Run 1, wiring heat map:
The die is cut into 13 by 13 equal tiles; black is low, pale yellow is high, scaled to the fullest tile. Values are wire area over tile area, all layers added.
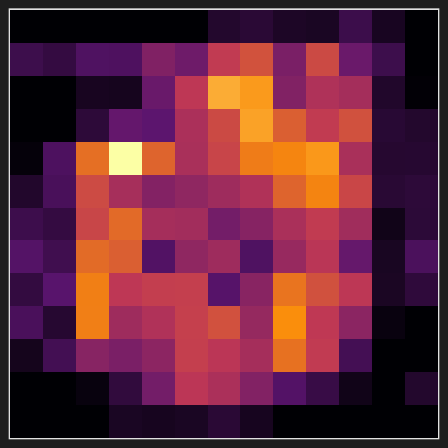
Run 1, met1 routing:
Supply wires on this layer in gray.
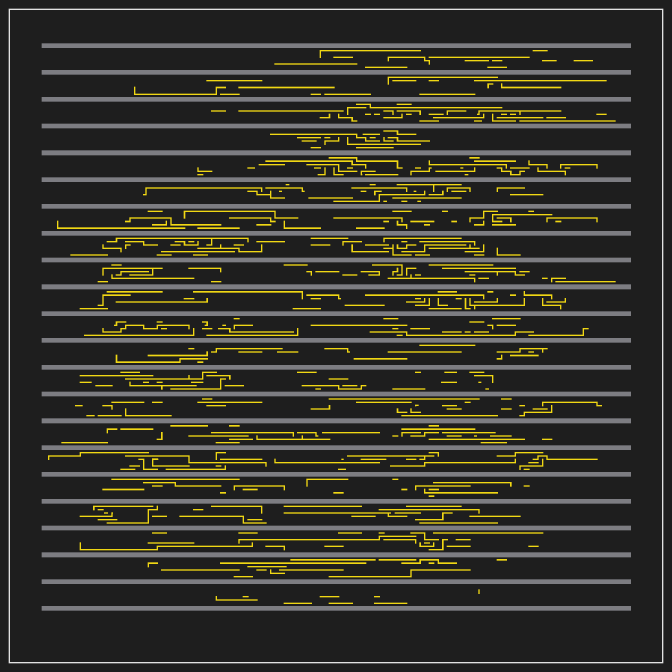
Run 1, cell outlines without signal wires:
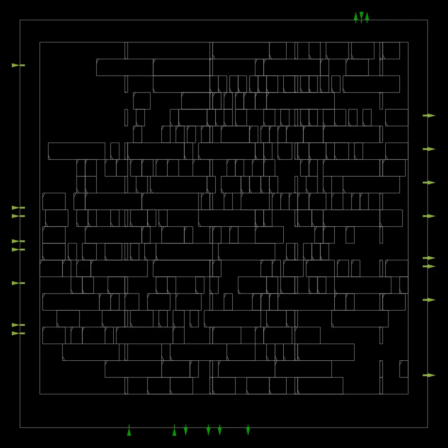
**src/rtl/seq_shift_add_mult.sv**
```systemverilog
// Sequential shift-and-add multiplier: unsigned a*b over WIDTH cycles.
// Handshake is start (sampled in IDLE) and a one-cycle done pulse; the
// state code is exported on st_out for the debug display.
// Optional build macro: EARLY_TERM_EN -- finish CALC as soon as the
// remaining multiplier bits are all zero (results are unchanged).
module seq_shift_add_mult #(
    parameter int unsigned WIDTH = 4
) (
    input  logic                 clk,
    input  logic                 rst,
    input  logic                 start,
    input  logic [WIDTH-1:0]     a,
    input  logic [WIDTH-1:0]     b,
    output logic                 busy,
    output logic                 done,
    output logic [2*WIDTH-1:0]   product,
    output logic [3:0]           st_out
);

    localparam int unsigned PW = 2 * WIDTH;
    localparam int unsigned CW = (WIDTH > 1) ? $clog2(WIDTH) : 1;
    localparam logic [CW-1:0] CNT_LAST = CW'(WIDTH - 1);

    typedef enum logic [1:0] {
        ST_IDLE = 2'd0,
        ST_LOAD = 2'd1,
        ST_CALC = 2'd2,
        ST_DONE = 2'd3
    } state_t;

    state_t          state_q,   state_d;
    logic [PW-1:0]   mcand_q,   mcand_d;
    logic [WIDTH-1:0] mplier_q, mplier_d;
    logic [PW-1:0]   acc_q,     acc_d;
    logic [CW-1:0]   cnt_q,     cnt_d;
    logic [PW-1:0]   product_q, product_d;
    logic            busy_q,    busy_d;
    logic            done_q,    done_d;
    logic [3:0]      st_out_q,  st_out_d;

    // One CALC iteration: conditional add and the shifted multiplier.
    logic [PW-1:0]    acc_sum;
    logic [WIDTH-1:0] mplier_sh;
    logic             calc_last;

    // Datapath arithmetic for the current CALC iteration.
    always_comb begin
        acc_sum   = acc_q + (mplier_q[0] ? mcand_q : PW'(0));
        mplier_sh = mplier_q >> 1;
`ifdef EARLY_TERM_EN
        calc_last = (cnt_q == CNT_LAST) || (mplier_sh == WIDTH'(0));
`else
        calc_last = (cnt_q == CNT_LAST);
`endif
    end

    // Next-state and datapath update logic.
    always_comb begin
        state_d   = state_q;
        mcand_d   = mcand_q;
        mplier_d  = mplier_q;
        acc_d     = acc_q;
        cnt_d     = cnt_q;
        product_d = product_q;

        case (state_q)
            ST_IDLE: begin
                if (start) begin
                    mcand_d  = PW'(a);
                    mplier_d = b;
                    state_d  = ST_LOAD;
                end
            end
            ST_LOAD: begin
                acc_d   = PW'(0);
                cnt_d   = CW'(0);
                state_d = ST_CALC;
            end
            ST_CALC: begin
                acc_d    = acc_sum;
                mcand_d  = mcand_q << 1;
                mplier_d = mplier_sh;
                cnt_d    = cnt_q + CW'(1);
                if (calc_last) begin
                    product_d = acc_sum;
                    state_d   = ST_DONE;
                end
            end
            ST_DONE: begin
                state_d = ST_IDLE;
            end
            default: begin
                state_d = ST_IDLE;
            end
        endcase
    end

    // Status outputs follow the state being entered, so they are flops.
    always_comb begin
        busy_d   = (state_d == ST_LOAD) || (state_d == ST_CALC);
        done_d   = (state_d == ST_DONE);
        st_out_d = {2'b00, state_d};
    end

    // State and datapath registers; reset aborts any operation in flight.
    always_ff @(posedge clk or negedge rst) begin
        if (!rst) begin
            state_q   <= ST_IDLE;
            mcand_q   <= '0;
            mplier_q  <= '0;
            acc_q     <= '0;
            cnt_q     <= '0;
            product_q <= '0;
            busy_q    <= 1'b0;
            done_q    <= 1'b0;
            st_out_q  <= 4'd0;
        end else begin
            state_q   <= state_d;
            mcand_q   <= mcand_d;
            mplier_q  <= mplier_d;
            acc_q     <= acc_d;
            cnt_q     <= cnt_d;
            product_q <= product_d;
            busy_q    <= busy_d;
            done_q    <= done_d;
            st_out_q  <= st_out_d;
        end
    end

    assign busy    = busy_q;
    assign done    = done_q;
    assign product = product_q;
    assign st_out  = st_out_q;

endmodule

```
**config.mk**
```make
export PLATFORM = sky130hd
export DESIGN_NAME = seq_shift_add_mult
export DESIGN_NICKNAME = d
export VERILOG_FILES = /design/src/rtl/seq_shift_add_mult.sv
export SDC_FILE = /design/constraint.sdc
export NUM_CORES = 1
export LEC_CHECK = 0
export ABC_AREA = 1
export CAP_MARGIN = 25
export CORE_MARGIN = 3
export CORE_UTILIZATION = 50
export DETAILED_ROUTE_END_ITERATION = 6
export PLACE_DENSITY = 0.76
export SKIP_CTS_REPAIR_TIMING = 1
export SYNTH_ARGS = -nofsm -noshare
export SYNTH_HDL_FRONTEND = slang
export SYNTH_SLANG_ARGS = --single-unit
```
**constraint.sdc**
```tcl
create_clock -name clk -period 4.8 [get_ports clk]
set_clock_uncertainty 0.1 [all_clocks]
set_input_delay 0.48 -clock clk [delete_from_list [all_inputs] [get_ports clk]]
set_output_delay 0.48 -clock clk [all_outputs]
set_load 0.1 [all_outputs]
```
==> impl_metrics.py, run 1 <==
# Flow results
metrics = {
    "yosys": {
        "yosys_warnings": 0,
        "yosys_cells": 215,
        "synthDistinctLibCells": 26,
        "yosysChipArea_um2": 1810,
        "synth.most_common_cell": "nand2_1",
        "ys_sh_simple_pct": 25.2,
        "async_flop_share_pct": 100,
        "synthesis.area_um2": 1810,
        "logic_family": "simple AND/OR/NAND/NOR gates",
    },
    "critical_path": {
        "cp-startpoint": "st_out[0]$_DFF_PN0_",
        "worstPathCellList": "clkdlybuf4s50_1",
        "startpoint_type": "flip-flop",
        "critPathSlowestCell": "clkdlybuf4s50_1",
        "cpPeakStageDelay_ps": 1170,
        "endpoint": "st_out[0]",
        "r2r_start": "st_out[0]$_DFF_PN0_",
        "r2r_cells": 5,
        "rr_endpoint": "busy$_DFF_PN0_",
        "path_class": "reg2out",
        "cp_max_fo": 4,
        "cp-end-kind": "primary output",
    },
    "clocking": {
        "cts_max_level": 2,
        "cts_tree": "built",
        "numCtsBuffers": 5,
        "clock.latency.late_pin_ps": 350,
        "path_clk_slew_ps": 110,
        "cts_sinks": 34,
    },
    "worst_hold_path": {
        "hold_start": "product[4]$_DFFE_PN0P_",
        "worstHoldPathCells": 2,
        "hp-class": "reg2reg",
    },
    "route": {
        "routedLengthMet1_mm": 1.60,
        "dr.pass1.iters": 4,
        "route.detailed.drc": 0,
        "routed-wl-met3_um": 173,
        "viasPerCell": 4.93,
        "ant_nets": 0,
    },
    "power_and_ir_drop": {
        "total_power_mw": 1.49,
        "peakVddDrop_uv": 319,
        "p_leak_nw": 1.17,
        "p_seq_mw": 0.451,
        "p_comb_share_pct": 55.6,
    },
    "outcome": {
        "outcome": "finished, final reports clean",
    },
    "timing": {
        "worst_pin_slew_ps": 989,
        "finalHoldViolCount": 0,
        "setup_tns_ps": 0,
        "finalClockPeriodUsage_pct": 52.3,
        "report.final.slew_viol_count": 0,
        "setup_violations": 0,
        "rsz0062_at_grt": "no",
        "period_minus_slack_ps": 2510,
        "max_freq_mhz": 398,
    },
    "placement": {
        "dp_hpwl_mm": 2.42,
        "port_buffers": 22,
    },
    "grt": {
        "busiest_layer": "met2",
        "met2_usage_pct": 29.1,
        "grt_pass1_vias": 1377,
        "grtUsageMet3_pct": 5.44,
        "grt_max_degree": 35,
    },
    "final_layout": {
        "n_antenna_cell": 0,
        "final_common_cell": "nand2_1",
        "most-common-layout-cells": "61 x nand2_1, 34 x dfrtp_1, 27 x inv_1",
        "final_nets": 262,
    },
    "floorplan": {
        "fp_util_pct": 53.0,
        "die_h_um": 66.2,
        "num_io_pins": 25,
        "fp.dieW_um": 66.2,
    },
    "run": {
        "drv_cap": 0,
    },
}
Back to the opening pictures, 'wiring heat map':
tiles over half the peak = 23%
emptiest ninth of the die = north-west
fullest tile = 0.41
nearly empty tiles = 17%
mean over tiles = 0.12
routed length per instance: 11.7 um
total global-route track usage: 18.3%
via count: 1,410
drt total wl: 3.34 mm

Back to the opening pictures, 'met1 routing':
wire length on this layer = 1,600 um
share of all routed wire = 48%
GRT met1 Usage: 22.6%

Back to the opening pictures, 'cell outlines without signal wires':
fin cells: 286
area of the core: 3420 um2
fillers: 314
num rows: 21

-- run 1: cell type report --
class                           count  area (um2)  area share, %
Sequential cell                    34         851           40.1
Multi-Input combinational cell    146         803           37.8
Timing Repair Buffer               23         228           10.7
Inverter                           29         109           5.13
Tap cell                           46        57.6           2.71
Clock buffer                        7        45.0           2.12
Clock inverter                      1        30.0           1.41
-- run 1: sequential cells by signal, summed over array words and instances (netlist names) --
register and cells:
mplier_q 4, st_out 2, cnt_q 2, acc_q 8, done 1, product 8, busy 1, mcand_q 8
-- run 1: per-stage QoR --
stage                     setup slack (ps)  cells  util (%)  area [um2]
after detailed placement              2670    278      60.0        2050
after global placement                2720    278      60.0        2050
after global routing                  2240    286      62.2        2120
after floorplan                       2640    216         -        1810
after CTS                             2260    286      62.2        2120
final                                 2290    286      62.2        2120
Run 1, routed metal, one color a layer:
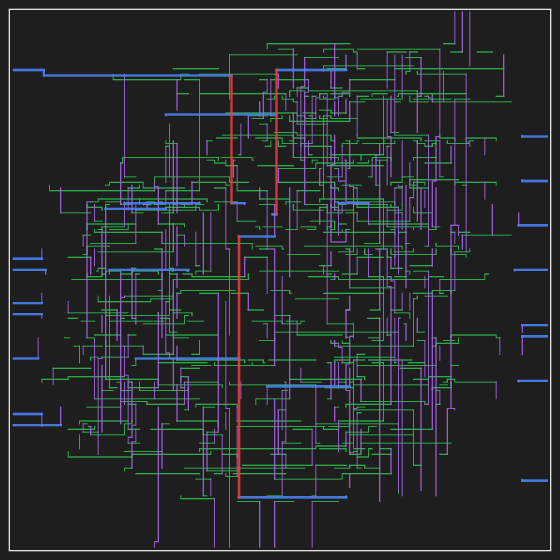

--- run 2 (diff from run 1) ---
Clock period 4.8 ns to 2.5 ns, I/O delays scaled along.
Run 2, routed metal, one color a layer:
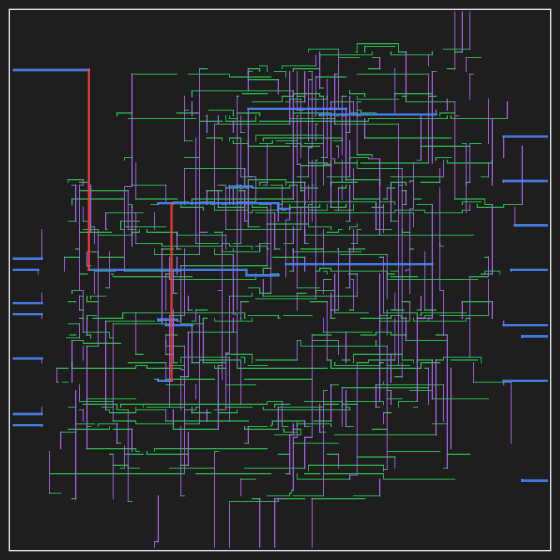
blue -> metal 3  # wire length 163 um
purple -> metal 2  # wire length 1,470 um
green -> metal 1  # wire length 1,570 um
red -> metal 4  # wire length 46.2 um

==> run 2 against run 1 <==
Critical path depth rose by 12; global-route usage fell by 0.85 points; sequential power rose by 94%; critical path type is now reg2reg; highest routed layer unchanged.
==> impl_metrics.py, run 2 <==
# Flow results
metrics = {
    "clocking": {
        "clock.latency.late_pin_ps": 340,
        "cts_tree": "built",
        "cts_max_level": 2,
        "path_clk_slew_ps": 90,
        "cts_sinks": 34,
    },
    "final_layout": {
        "flop_area_um2": 851,
        "postLayoutCoreUtil_pct": 61.6,
        "flops": 34,
        "clk_share_pct": 3.75,
        "clkbuf_count": 8,
        "buffers": 24,
        "fill_cells": 314,
        "largest_class": "sequential cells",
        "inv_count": 29,
        "design_area_um2": 2100,
        "instances_no_fill": 287,
        "multiInputCombCellCount": 146,
        "most-common-layout-cells": "61 x nand2_1, 34 x dfrtp_1, 27 x inv_1",
        "nonClkBufAreaFrac_pct": 9.75,
        "final_nets": 263,
        "n_antenna_cell": 0,
        "seq_area_share_pct": 40.4,
    },
    "yosys": {
        "logic_family": "simple AND/OR/NAND/NOR gates",
        "yosys_cells": 215,
        "async_flop_share_pct": 100,
        "yosysChipArea_um2": 1810,
        "synth.most_common_cell": "nand2_1",
        "synthesis.area_um2": 1810,
    },
    "placement": {
        "dp.cells": 279,
        "dp_hpwl_mm": 2.46,
        "port_buffers": 22,
        "post-place-ws_ps": 567,
    },
    "route": {
        "wl_per_cell_um": 11.3,
        "routedLengthMet1_mm": 1.57,
        "finalWirelength_mm": 3.25,
        "viasPerCell": 4.82,
        "ant_nets": 0,
        "dr.pass1.iters": 4,
        "routed-wl-met3_um": 163,
        "num_vias": 1382,
        "route.detailed.drc": 0,
    },
    "critical_path": {
        "cpPeakStageDelay_ps": 480,
        "worstPathCellList": "nand2_1 > inv_1 > ha_1 > inv_1 > fa_1 > inv_1 > nand2_1 > nand2_1 > nand3b_1 > nand2_1 > nand2_1 > nand3_1 > nand2_1",
        "cp-end-kind": "flip-flop",
        "critPathSlowestCell": "dfrtp_1",
        "cp_max_fo": 9,
        "startpoint_type": "flip-flop",
    },
    "timing": {
        "setup_tns_ps": 0,
        "finalClockPeriodUsage_pct": 77.7,
        "layout_setup_ws_ps": 557,
        "finalHoldViolCount": 0,
        "setup_violations": 0,
        "report.final.slew_viol_count": 0,
        "max_freq_mhz": 515,
    },
    "power_and_ir_drop": {
        "p_leak_nw": 1.20,
        "peakVddDrop_uv": 748,
        "p_comb_share_pct": 55.7,
    },
    "floorplan": {
        "fp.dieW_um": 66.2,
        "core_um2": 3420,
        "fp_util_pct": 53.0,
        "die_h_um": 66.2,
        "num_tap_cells": 46,
    },
    "grt": {
        "grt_pass1_vias": 1296,
        "grtUsageMet3_pct": 6.80,
        "grt_max_degree": 35,
        "gr-usage-all-layers_pct": 17.5,
        "busiest_layer": "met2",
    },
    "run": {
        "drv_cap": 0,
    },
    "outcome": {
        "outcome": "finished, final reports clean",
    },
    "worst_hold_path": {
        "hp-class": "in2async",
    },
}
==> run 2: worst paths after layout <==
| check | start | to | slack [ps] | cells after the start |
|---|---|---|---|---|
| setup / recovery | mplier_q[0]$_DFFE_PN0P_ | product[6]$_DFFE_PN0P_ | 560 | 13 |
| hold / removal | rst | product[7]$_DFFE_PN0P_ | 210 | 2 |
| setup reg to reg | mplier_q[0]$_DFFE_PN0P_ | product[6]$_DFFE_PN0P_ | 560 | 13 |
| hold reg to reg | product[4]$_DFFE_PN0P_ | product[4]$_DFFE_PN0P_ | 390 | 2 |
| max in group asynchronous | rst | mcand_q[3]$_DFFE_PN0P_ | 1800 | 2 |
| min in group clk | b[3] | mplier_q[3]$_DFFE_PN0P_ | 350 | 3 |
Run 2, met1 routing:
Supply wires on this layer in gray.
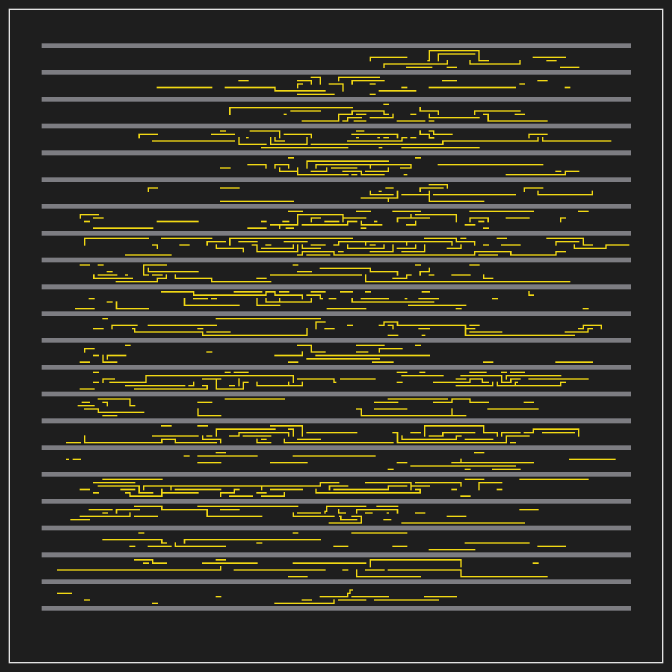

--- run 3 (diff from run 2) ---
Settings changed: CORE_UTILIZATION 50 to 49, PLACE_DENSITY 0.76 to 0.77.
Clock period 2.5 ns to 1.6 ns, I/O delays scaled along.
Run 3, met1 routing:
Supply wires on this layer in gray.
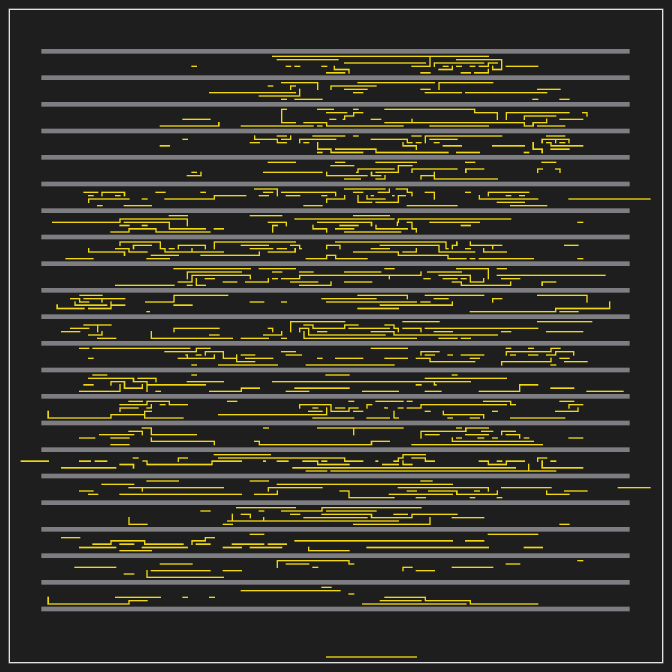
longest straight run = 23.0 um
main direction = horizontal
via count: 1,603
drt total wl: 4.61 mm
GRT met1 Usage: 25.4%

==> run 3 against run 2 <==
The run now ends with negative setup slack left; largest power group unchanged; sequential cell count is the same; count of clock-buffer cells in the layout decreased by 2; register-to-register slack got worse by 910 ps; die size up 1.9%; combinational power rose by 130%; sequential power up 64%; global-route usage rose by 2.8 points; maximum frequency shrank 0.54%; setup slack got worse by 910 ps; core utilization is 16 points higher.
==> impl_metrics.py, run 3 <==
# Flow results
metrics = {
    "outcome": {
        "outcome": "complete, but fails checks",
        "failed_checks": "negative setup slack",
    },
    "final_layout": {
        "flop_area_um2": 858,
        "clk_share_pct": 5.32,
        "seq_area_share_pct": 32.0,
        "final_common_cell": "nand2_1",
        "final_nets": 277,
        "inv_count": 29,
        "design_area_um2": 2680,
        "fill_cells": 207,
        "most-common-layout-cells": "46 x nand2_1, 32 x dfrtp_1, 21 x inv_1",
        "n_antenna_cell": 0,
        "flops": 34,
        "comb_area_share_pct": 38.2,
        "largest_class": "logic gates",
        "postLayoutCoreUtil_pct": 77.9,
        "instances_no_fill": 301,
        "multiInputCombCellCount": 146,
        "clkbuf_count": 6,
        "buffers": 38,
        "nonClkBufAreaFrac_pct": 18.3,
    },
    "timing": {
        "setup_tns_ps": -3180,
        "finalClockPeriodUsage_pct": 122,
        "max_freq_mhz": 512,
        "report.final.slew_viol_count": 0,
        "finalHoldViolCount": 0,
        "layout_setup_ws_ps": -354,
        "rsz0062_at_grt": "yes",
        "setup_violations": 12,
    },
    "yosys": {
        "synthesis.area_um2": 1810,
        "synthAoiAreaFrac_pct": 7.39,
        "edf_count": 0,
        "ys_sh_adder_pct": 8.71,
        "synthDistinctLibCells": 26,
        "synth.most_common_cell": "nand2_1",
        "async_flop_share_pct": 100,
        "yosysChipArea_um2": 1810,
        "ys_sh_simple_pct": 25.2,
        "yosys_cells": 215,
        "logic_family": "simple AND/OR/NAND/NOR gates",
        "numSynthFlops": 34,
        "ys_seq_share_pct": 47.0,
    },
    "critical_path": {
        "path_class": "reg2reg",
        "r2r_start": "mplier_q[0]$_DFFE_PN0P_",
        "startpoint_type": "flip-flop",
        "worstPathCellList": "buf_4 > nand2_1 > inv_1 > ha_4 > or2_1 > nand3b_1 > nand3_1 > nand3_1 > nand2_1",
        "r2r_setup_slack_ps": -350,
        "cp-end-kind": "flip-flop",
        "critPathSlowestCell": "dfrtp_1",
        "rr_endpoint": "acc_q[5]$_DFFE_PN0P_",
        "crit_family": "simple AND/OR/NAND/NOR gates",
        "cpPeakStageDelay_ps": 400,
        "r2r_cells": 9,
        "cp_max_fo": 4,
    },
    "route": {
        "wl_per_cell_um": 15.3,
        "ant_nets": 0,
        "drt_iter0_markers": 99,
        "routed-wl-met3_um": 290,
        "routedLengthMet1_mm": 1.88,
        "dr.pass1.iters": 4,
        "route.detailed.drc": 0,
        "viasPerCell": 5.33,
    },
    "grt": {
        "busiest_layer": "met2",
        "grt_max_degree": 35,
        "grt_pass1_vias": 1458,
        "gr-usage-all-layers_pct": 20.2,
        "antenna_found_initial": 0,
        "grtUsageMet3_pct": 6.58,
    },
    "clocking": {
        "cts_max_level": 2,
        "cts_tree": "built",
        "clock.latency.late_pin_ps": 290,
        "cts_sinks": 34,
        "path_clk_slew_ps": 70,
    },
    "floorplan": {
        "num_tap_cells": 46,
        "die_h_um": 66.8,
        "fp.dieW_um": 66.8,
        "rows": 21,
        "fp_util_pct": 52.6,
        "core_um2": 3440,
    },
    "placement": {
        "port_buffers": 22,
        "dp_hpwl_mm": 2.72,
        "place_congestion": 0.829,
        "dp.cells": 291,
        "post-place-ws_ps": -211,
    },
    "power_and_ir_drop": {
        "p_leak_nw": 1.37,
        "peakVddDrop_uv": 1470,
        "p_comb_share_pct": 59.9,
    },
    "worst_hold_path": {
        "hp-class": "in2async",
    },
    "run": {
        "drv_cap": 0,
    },
}
[run 3: how the worst max path moves through the flow]
stage	cells past startpoint	end	slack [ps]	start
after global placement	13	acc_q[6]$_DFFE_PN0P_	-170	mplier_q[0]$_DFFE_PN0P_
after floorplan	13	product[4]$_DFFE_PN0P_	-180	mplier_q[0]$_DFFE_PN0P_
after CTS	13	acc_q[6]$_DFFE_PN0P_	-240	mplier_q[0]$_DFFE_PN0P_
after detailed placement	13	product[6]$_DFFE_PN0P_	-210	mplier_q[0]$_DFFE_PN0P_
after global routing	9	acc_q[5]$_DFFE_PN0P_	-440	mplier_q[0]$_DFFE_PN0P_
final	9	acc_q[5]$_DFFE_PN0P_	-350	mplier_q[0]$_DFFE_PN0P_

## Gallery

Placed cells, one color a class.
The bar under the picture is 20 um long. Fill, decap, tap and diode cells in gray.
(a)
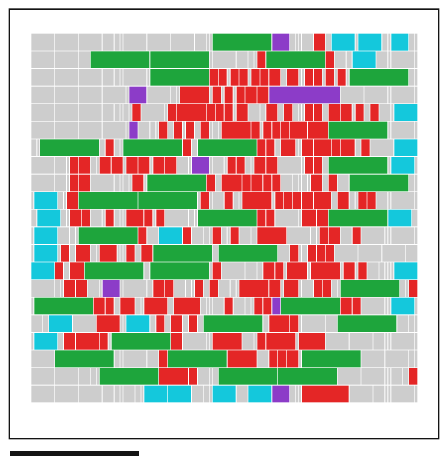
(b)
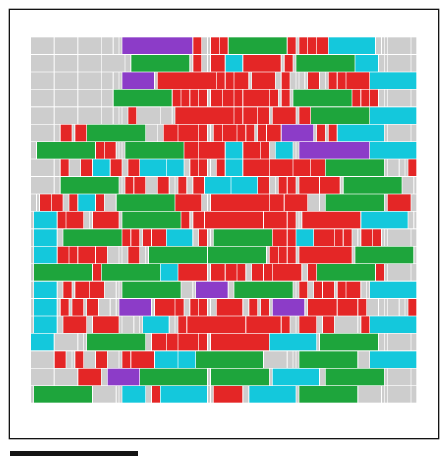
- run 1 = (a)
- run 3 = (b)
- highest utilization: (b)

Power and IR drop assume default switching activity.
